**Run 1: M3 wires**

Scale bar: 20 um.
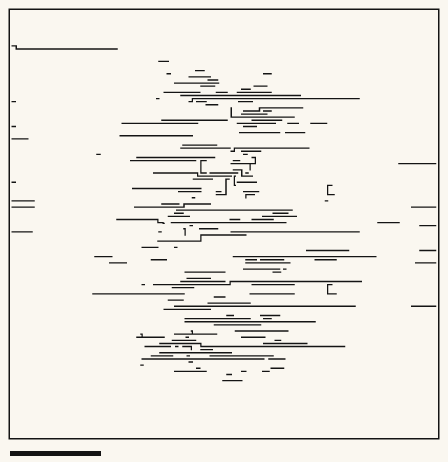
**Run 1: local utilization**

The die is cut into 9 by 9 equal tiles; white is low, dark blue is high, 0 to 100% covered.
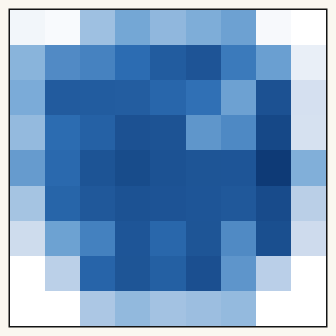
**Run 1: cells coloured by class**

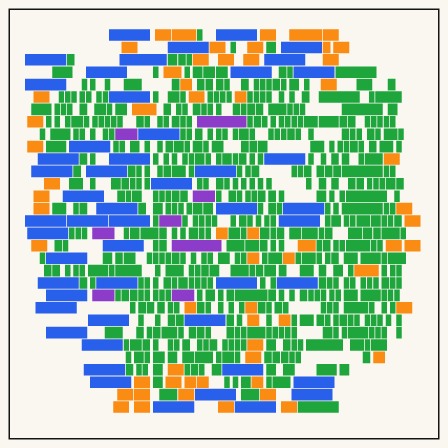
**Run 1: sequential cells grouped by signal name**

Scale bar: 20 um. Other sequential cells in the stronger grey, the rest of the logic in the fainter grey.
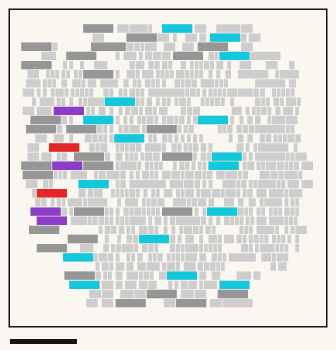
==> config.mk <==
export PLATFORM = sky130hd
export DESIGN_NAME = param_updown_timer
export DESIGN_NICKNAME = d
export VERILOG_FILES = /design/src/rtl/param_updown_timer.sv
export SDC_FILE = /design/constraint.sdc
export NUM_CORES = 1
export LEC_CHECK = 0
export ABC_AREA = 1
export CORE_MARGIN = 3
export CORE_UTILIZATION = 53
export DETAILED_ROUTE_END_ITERATION = 8
export GPL_TIMING_DRIVEN = 0
export PLACE_DENSITY = 0.87
export REMOVE_ABC_BUFFERS = 1
export SETUP_SLACK_MARGIN = 0.2
export SLEW_MARGIN = 20
export SYNTH_ARGS = -nofsm -noshare
export SYNTH_HDL_FRONTEND = slang
export SYNTH_SLANG_ARGS = --single-unit
==> constraint.sdc <==
create_clock -name clk -period 3.2 [get_ports clk]
set_input_delay 0.8 -clock clk [delete_from_list [all_inputs] [get_ports clk]]
set_output_delay 0.8 -clock clk [all_outputs]
set_load 0.01 [all_outputs]
==> src/rtl/param_updown_timer.sv <==
// Up/down timer with synchronised, debounced start/pause and reset buttons,
// tick prescaler and terminal-count done pulse. Define AUTO_RELOAD_EN to wrap instead of stopping.
module param_updown_timer #(
   parameter int WIDTH      = 16,
   parameter int DIV        = 4,
   parameter int DEB_CYCLES = 3
) (
   input  logic             clk,
   input  logic             rst_n,
   input  logic [1:0]       btn,
   input  logic             dir,
   input  logic [WIDTH-1:0] load_val,
   output logic [WIDTH-1:0] count,
   output logic             running,
   output logic             done,
   output logic [1:0]       state
);

   localparam int PW = (DIV > 1) ? $clog2(DIV) : 1;
   localparam int DW = (DEB_CYCLES > 1) ? $clog2(DEB_CYCLES + 1) : 1;

   typedef enum logic [1:0] {
      IDLE  = 2'd0,
      RUN   = 2'd1,
      PAUSE = 2'd2,
      DONE  = 2'd3
   } state_t;

   logic [1:0] press;

   genvar gi;
   generate
      for (gi = 0; gi < 2; gi++) begin : g_btn
         logic          sync1_reg;
         logic          sync2_reg;
         logic          level_reg;
         logic          level_prev_reg;
         logic [DW-1:0] deb_cnt_reg;

         // level flips on the DEB_CYCLES-th consecutive differing sample
         always_ff @(posedge clk or negedge rst_n) begin
            if (!rst_n) begin
               sync1_reg      <= 1'b0;
               sync2_reg      <= 1'b0;
               level_reg      <= 1'b0;
               level_prev_reg <= 1'b0;
               deb_cnt_reg    <= '0;
            end else begin
               sync1_reg      <= btn[gi];
               sync2_reg      <= sync1_reg;
               level_prev_reg <= level_reg;
               if (sync2_reg != level_reg) begin
                  if (deb_cnt_reg == DW'(DEB_CYCLES - 1)) begin
                     level_reg   <= sync2_reg;
                     deb_cnt_reg <= '0;
                  end else begin
                     deb_cnt_reg <= deb_cnt_reg + DW'(1);
                  end
               end else begin
                  deb_cnt_reg <= '0;
               end
            end
         end

         assign press[gi] = level_reg & ~level_prev_reg;
      end
   endgenerate

   state_t           state_reg, state_next;
   logic [WIDTH-1:0] count_reg, count_next;
   logic [PW-1:0]    presc_reg, presc_next;
   logic             done_reg, done_next;
   logic             run_dir_reg, run_dir_next;
   logic [WIDTH-1:0] limit_reg, limit_next;

   logic [WIDTH-1:0] term;
   logic [WIDTH-1:0] reload;
   logic [WIDTH-1:0] step_val;
   logic [WIDTH-1:0] idle_load;
   logic             tick;

   assign term      = run_dir_reg ? limit_reg : '0;
   assign reload    = run_dir_reg ? '0 : limit_reg;
   assign idle_load = dir ? '0 : load_val;
   assign tick      = (presc_reg == PW'(DIV - 1));
   // Stepping from the terminal value only happens in auto-reload mode: wrap to the start value
   assign step_val  = (count_reg == term) ? reload
                    : (run_dir_reg ? count_reg + WIDTH'(1) : count_reg - WIDTH'(1));

   always_comb begin
      state_next   = state_reg;
      count_next   = count_reg;
      presc_next   = presc_reg;
      done_next    = 1'b0;
      run_dir_next = run_dir_reg;
      limit_next   = limit_reg;

      case (state_reg)
         IDLE: begin
            count_next   = idle_load;
            run_dir_next = dir;
            limit_next   = load_val;
            presc_next   = '0;
            if (press[0]) begin
`ifdef AUTO_RELOAD_EN
               state_next = RUN;
`else
               if (load_val == '0) begin
                  state_next = DONE;
                  done_next  = 1'b1;
               end else begin
                  state_next = RUN;
               end
`endif
            end
         end
         RUN: begin
            if (press[0])
               state_next = PAUSE;
            presc_next = tick ? '0 : presc_reg + PW'(1);
            if (tick) begin
               count_next = step_val;
               if (step_val == term) begin
                  done_next = 1'b1;
`ifndef AUTO_RELOAD_EN
                  state_next = DONE;
`endif
               end
            end
         end
         PAUSE: begin
            if (press[0])
               state_next = RUN;
         end
         DONE: begin
            if (press[0]) begin
               state_next = IDLE;
               count_next = idle_load;
               presc_next = '0;
            end
         end
         default: state_next = IDLE;
      endcase

      // reset button overrides anything the start button requested
      if (press[1]) begin
         state_next   = IDLE;
         count_next   = idle_load;
         presc_next   = '0;
         done_next    = 1'b0;
         run_dir_next = dir;
         limit_next   = load_val;
      end
   end

   always_ff @(posedge clk or negedge rst_n) begin
      if (!rst_n) begin
         state_reg   <= IDLE;
         count_reg   <= '0;
         presc_reg   <= '0;
         done_reg    <= 1'b0;
         run_dir_reg <= 1'b0;
         limit_reg   <= '0;
      end else begin
         state_reg   <= state_next;
         count_reg   <= count_next;
         presc_reg   <= presc_next;
         done_reg    <= done_next;
         run_dir_reg <= run_dir_next;
         limit_reg   <= limit_next;
      end
   end

   assign count   = count_reg;
   assign running = (state_reg == RUN);
   assign done    = done_reg;
   assign state   = state_reg;

endmodule
==> Slide: Implementation Results, run 1 <==
Flow Results at a Glance

Outcome
  • Status: finished, final reports clean

Worst setup path
  • Critical Path End: state[1]$_DFFE_PN0P_
  • Worst-path maximum fanout: 20
  • Slowest Stage Delay on Critical Path: 530 ps
  • Reg2reg start: run_dir_reg$_DFFE_PN0P_
  • R2R depth: 21
  • Crit Path Category: reg2reg
  • Setup crit start: run_dir_reg$_DFFE_PN0P_
  • Cell mode on critical path: nand2_1
  • CP max stage cell: dfrtp_4
  • CP Cell Sequence: buf_6, buf_8, nand3_1, nand2_1, nor2_1, nand2_1, nor2_4, buf_4, buf_4, nand3b_1, nand3_2, nand3_1, nor2_1, nand2_1, nor2_1, nand3_1, nand2_1, nand2_1, nand2_1, nand2_1, nand2_1
  • CP delay by family, top: simple AND/OR/NAND/NOR gates
  • Reg-to-reg endpoint: state[1]$_DFFE_PN0P_
  • Reg-to-reg setup timing slack: 280 ps
  • Required time worst endpoint: 3460 ps

Timing
  • Final Skew: 13.0 ps
  • Setup violations, final: 0
  • Fmax: 343 MHz
  • TNS Setup: 0 ps
  • Final Hold Fails: 0
  • Min cycle time layout: 2920 ps

Placed design
  • Area after DPL: 0.00458 mm2
  • Port Buffer Count: 40
  • DP HPWL: 8430 um
  • Placed Cells incl. Taps: 762

GRT
  • Routing usage on met1: 34.6%
  • Largest net degree at the start of global routing: 31
  • Total gr overflow: 0
  • First-pass GRT wire length: 19700 um
  • M2 GR Usage: 47.8%

Synth
  • Adder Share, Synth: 6.30%
  • XOR Share, Synth: 2.78%
  • Unique cell types: 37
  • Post-synth EDFFs: 0
  • #FFs+latches synth: 50
  • Synth Area in Simple Gates: 37.6%
  • Post-synth top area cell: dfrtp_1
  • Top area cell types: dfrtp_1 31%, nand2_1 21%, inv_1 8.0%
  • Main synth FF type: dfrtp_1
  • Ys cells: 636
  • Most common cell in the synthesized netlist: nand2_1
  • Most instantiated cells after synthesis: 229 x nand2_1, 87 x inv_1, 65 x nand3_1
  • Mapped Cells: 636
  • Yosys synthesis warning count: 0
  • YS chip area: 0.00409 mm2
  • And-or/or-and share of the synthesized area: 10.3%

Drt
  • Total wire length: 12600 um
  • Remaining DRCs: 0
  • Met3 WL: 1160 um
  • First DRT Iteration DRCs: 610
  • Via-per-instance ratio: 5.83
  • Via Count: 4606
  • M1 WL: 4950 um

Worst hold path
  • Worst hold endpoint: g_btn[0].sync2_reg$_DFF_PN0_
  • Hold crit path type: reg2reg
  • Hold Crit Depth: 0
  • Hold path startpoint: g_btn[0].sync1_reg$_DFF_PN0_

Cells and area
  • Data buffer area share: 11.5%
  • Sequential cell area share: 24.6%
  • Multi-input gates: 482
  • CLK BUF: 6
  • Fin cells: 790
  • Top cells excl fill/tap: 223 x nand2_1, 86 x inv_1, 62 x nand3_1
  • Fillers: 590
  • Logic inverters: 91
  • Logic area: 0.00265 mm2
  • Flop count: 50
  • FF/Latch Area: 0.00125 mm2
  • Finished Core Util: 69.3%
  • Finished Cell Area: 0.00511 mm2
  • Area grow syn2layout: 24.8%
  • Clock network area share: 2.79%

Floorplan
  • Core ar.: 0.00737 mm2
  • FP Core Util: 55.6%
  • # IOs: 41
  • Tapcell Cnt: 99
  • DIE HEIGHT: 93.9 um

Clock network
  • Root buffer cell: clkbuf_8
  • Post-CTS Hold Buffers: 0
  • Post-CTS Setup Bufs: 5
  • CTS tree: built
  • # clock sinks: 50
  • Num CTS Buffers: 5

Flow run
  • Tool warnings: 29
  • Max-Cap Viols: 0
Notes on 'M3 wires' above:
longest straight run: 39.6 um
share of all routed wire: 9.2%
wire length on this layer: 1160 um
nets with wire on the layer: 103
main direction: horizontal

Notes on 'local utilization' above:
mean over tiles: 56%
fullest tile: 96%
densest ninth of the die: centre
nearly empty tiles: 8.6%
tiles over 75% full: 43%

Notes on 'cells coloured by class' above:
| class | colour | cells | share of their area |
|---|---|---|---|
| remaining buffers and delay cells | orange | 60 | 12% |
| sequential cells | blue | 50 | 25% |
| combinational and other logic | green | 573 | 60% |
| clock drivers and dummy loads | purple | 8 | 2.9% |

Notes on 'sequential cells grouped by signal name' above:
| name in the netlist | colour | flops |
|---|---|---|
| g_btn.deb_cnt_reg | purple | 4 |
| g_btn.level_prev_reg | red | 2 |
| count | cyan | 16 |
not coloured: 28

**Run 1: placed standard cells**

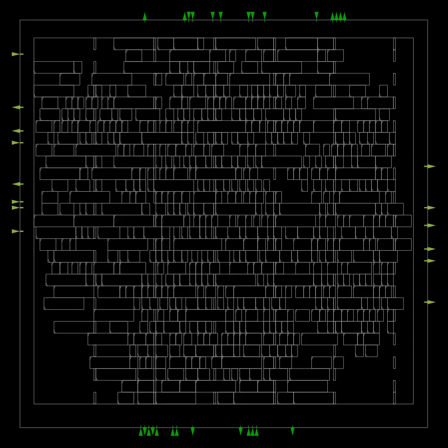

==> run 2: changes to the inputs <==
--- a/config.mk
+++ b/config.mk
@@ -10,10 +10,11 @@
 export CORE_UTILIZATION = 53
 export DETAILED_ROUTE_END_ITERATION = 8
 export GPL_TIMING_DRIVEN = 0
+export HOLD_SLACK_MARGIN = 0.15
 export PLACE_DENSITY = 0.87
 export REMOVE_ABC_BUFFERS = 1
 export SETUP_SLACK_MARGIN = 0.2
-export SLEW_MARGIN = 20
+export SLEW_MARGIN = 30
 export SYNTH_ARGS = -nofsm -noshare
 export SYNTH_HDL_FRONTEND = slang
 export SYNTH_SLANG_ARGS = --single-unit
**Run 2: placed standard cells**

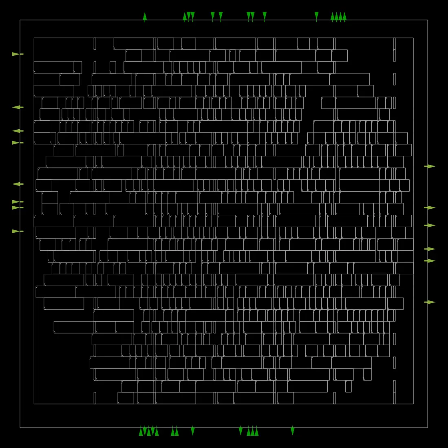
row count: 31
Core ar.: 0.00737 mm2

==> run 2 against run 1 <==
Against the previous run:
- clock skew shrank 3.8 ps
- flip-flop count did not move
- critical path depth up 1
- global-route usage up 0.11 points
- hold slack improved by 1.2 ps
- clock-buffer cell count is the same
- sequential share of layout area shrank 0.66 points
- maximum frequency shrank 0.72%
- critical endpoint unchanged
- largest cell class unchanged
- highest routed layer unchanged
==> Slide: Implementation Results, run 2 <==
Flow Results at a Glance

GRT
  • Total gr overflow: 0 (unchanged)
  • Largest net degree at the start of global routing: 51 (+65%)
  • First-pass GRT wire length: 19600 um (-0.21%)
  • Routing usage on met1: 37.8% (+3.1 points)

Placed design
  • Port Buffer Count: 40 (unchanged)

Worst setup path
  • Worst-path maximum fanout: 6 (-70%)
  • Slowest Stage Delay on Critical Path: 510 ps (-20 ps)
  • Critical Path End: state[1]$_DFFE_PN0P_
  • CP max stage cell: dfrtp_4
  • Crit Path Category: reg2reg
  • Setup crit start: run_dir_reg$_DFFE_PN0P_
  • CP Cell Sequence: clkinvlp_4, buf_8, ha_4, nand2_2, nor2_4, and2_1, nand2_1, nand2_1, nand2_1, nand3_2, nand2_2, nand2_2, nand2_1, nor2_1, nand2_1, nor2_2, nand3_2, nand2_1, nand2_1, nand2_1, nand2_1, nand2_1
  • Reg2reg start: run_dir_reg$_DFFE_PN0P_
  • Cell mode on critical path: nand2_1
  • CP delay by family, top: simple AND/OR/NAND/NOR gates

Clock network
  • Post-CTS Hold Buffers: 0 (unchanged)
  • Num CTS Buffers: 5 (unchanged)
  • CTS tree: built
  • # clock sinks: 50 (unchanged)
  • Root buffer cell: clkbuf_8

Timing
  • Min cycle time layout: 2940 ps (+21.2 ps)
  • Fmax: 340 MHz (-0.72%)
  • TNS Setup: 0 ps (unchanged)
  • Final Skew: 9.19 ps (-3.78 ps)
  • Final Hold Fails: 0 (unchanged)

Synth
  • Yosys synthesis warning count: 0 (unchanged)
  • Unique cell types: 37 (unchanged)
  • XOR Share, Synth: 2.78% (unchanged)
  • #FFs+latches synth: 50 (unchanged)
  • And-or/or-and share of the synthesized area: 10.3% (unchanged)
  • Post-synth EDFFs: 0 (unchanged)
  • YS chip area: 0.00409 mm2 (unchanged)
  • Top area cell types: dfrtp_1 31%, nand2_1 21%, inv_1 8.0%

Drt
  • Via-per-instance ratio: 5.82 (-0.18%)
  • Met3 WL: 1160 um (+0.35%)
  • Via Count: 4627 (+0.46%)
  • M1 WL: 5200 um (+4.9%)
  • Total wire length: 13100 um (+4.0%)

Flow run
  • Tool warnings: 29 (unchanged)
  • Max-Cap Viols: 0 (unchanged)

Cells and area
  • Finished Core Util: 71.2% (+1.9 points)
  • Multi-input gates: 483 (+0.21%)
  • Clock network area share: 2.10% (-0.70 points)
  • Sequential cell area share: 23.9% (-0.66 points)
  • Fillers: 572 (-3.1%)
  • Flop count: 50 (unchanged)
  • FF/Latch Area: 0.00125 mm2 (unchanged)
  • Top cells excl fill/tap: 216 x nand2_1, 84 x inv_1, 54 x nand3_1
  • Finished Cell Area: 0.00525 mm2 (+2.8%)
  • Data buffer area share: 11.8% (+0.24 points)

Worst hold path
  • Worst hold endpoint: g_btn[0].sync2_reg$_DFF_PN0_
  • Hold crit path type: reg2reg
  • Hold Crit Depth: 0 (unchanged)

Floorplan
  • # IOs: 41 (unchanged)
  • Tapcell Cnt: 99 (unchanged)

Outcome
  • Status: finished, final reports clean
==> run 3: changes to the inputs <==
--- a/config.mk
+++ b/config.mk
@@ -6,6 +6,7 @@
 export NUM_CORES = 1
 export LEC_CHECK = 0
 export ABC_AREA = 1
+export CAP_MARGIN = 30
 export CORE_MARGIN = 3
 export CORE_UTILIZATION = 53
 export DETAILED_ROUTE_END_ITERATION = 8
@@ -18,3 +19,4 @@
 export SYNTH_ARGS = -nofsm -noshare
 export SYNTH_HDL_FRONTEND = slang
 export SYNTH_SLANG_ARGS = --single-unit
+export TNS_END_PERCENT = 50
==> constraint.sdc (replaced) <==
create_clock -name clk -period 3.2 [get_ports clk]
set_input_delay 0.8 -clock clk [delete_from_list [all_inputs] [get_ports clk]]
set_output_delay 0.8 -clock clk [all_outputs]
set_load 0.05 [all_outputs]
**Run 3: sequential cells grouped by signal name**

Scale bar: 20 um. Other sequential cells in the stronger grey, the rest of the logic in the fainter grey.
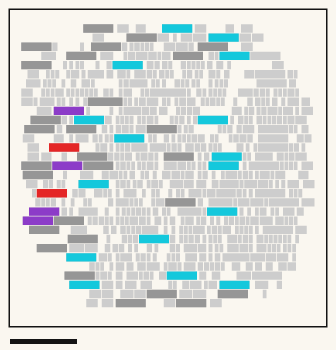
| name in the netlist | colour | flops |
|---|---|---|
| g_btn.level_prev_reg | red | 2 |
| count | cyan | 16 |
| g_btn.deb_cnt_reg | purple | 4 |

==> run 3 against run 2 <==
Against the previous run:
- flip-flop count did not move
- sequential share of layout area unchanged
- synthesized cell count unchanged
- area after synthesis did not move
- critical path type unchanged
==> Slide: Implementation Results, run 3 <==
Flow Results at a Glance

Clock network
  • Post-CTS Hold Buffers: 0 (unchanged)
  • CTS tree: built
  • Num CTS Buffers: 5 (unchanged)
  • Root buffer cell: clkbuf_8

Timing
  • Fmax: 340 MHz (unchanged)
  • Min cycle time layout: 2940 ps (unchanged)
  • Final Skew: 9.19 ps (unchanged)
  • TNS Setup: 0 ps (unchanged)

Worst setup path
  • Crit Path Category: reg2reg
  • Cell mode on critical path: nand2_1
  • Buffers & Inverters on Critical Path: 2
  • Slowest Stage Delay on Critical Path: 510 ps (about the same)
  • Reg2reg start: run_dir_reg$_DFFE_PN0P_
  • CP Cell Sequence: clkinvlp_4, buf_8, ha_4, nand2_2, nor2_4, and2_1, nand2_1, nand2_1, nand2_1, nand3_2, nand2_2, nand2_2, nand2_1, nor2_1, nand2_1, nor2_2, nand3_2, nand2_1, nand2_1, nand2_1, nand2_1, nand2_1
  • Setup crit start: run_dir_reg$_DFFE_PN0P_
  • Critical Path End: state[1]$_DFFE_PN0P_
  • Worst-path maximum fanout: 6 (unchanged)

Drt
  • TritonRoute pass-1 iters: 5
  • Via Count: 4627 (unchanged)
  • Met3 WL: 1160 um (unchanged)
  • M1 WL: 5200 um (unchanged)
  • Via-per-instance ratio: 5.82 (unchanged)
  • Total wire length: 13100 um (unchanged)

Cells and area
  • Finished Core Util: 71.2% (unchanged)
  • Data buffer area share: 11.8% (unchanged)
  • Flop count: 50 (unchanged)
  • Finished Cell Area: 0.00525 mm2 (unchanged)
  • Multi-input gates: 483 (unchanged)
  • Clock network area share: 2.10% (unchanged)
  • Fillers: 572 (unchanged)
  • Top cells excl fill/tap: 216 x nand2_1, 84 x inv_1, 54 x nand3_1
  • Sequential cell area share: 23.9% (unchanged)

Floorplan
  • Tapcell Cnt: 99 (unchanged)
  • Row count: 31 (unchanged)
  • # IOs: 41 (unchanged)
  • Core ar.: 0.00737 mm2 (unchanged)

Synth
  • Top area cell types: dfrtp_1 31%, nand2_1 21%, inv_1 8.0%
  • XOR Share, Synth: 2.78% (unchanged)
  • YS chip area: 0.00409 mm2 (unchanged)
  • And-or/or-and share of the synthesized area: 10.3% (unchanged)
  • Post-synth EDFFs: 0 (unchanged)
  • MUX area fraction: 2.48%
  • Yosys synthesis warning count: 0 (unchanged)
  • #FFs+latches synth: 50 (unchanged)

GRT
  • Largest net degree at the start of global routing: 51 (unchanged)
  • First-pass GRT wire length: 19600 um (unchanged)
  • Total gr overflow: 0 (unchanged)
  • Routing usage on met1: 37.8% (unchanged)

Outcome
  • Status: finished, final reports clean

Placed design
  • Port Buffer Count: 40 (unchanged)

Worst hold path
  • Hold crit path type: reg2reg
  • Hold path startpoint: g_btn[0].sync1_reg$_DFF_PN0_
  • Hold Crit Depth: 0 (unchanged)

Flow run
  • Max-Cap Viols: 0 (unchanged)
  • Tool warnings: 29 (unchanged)
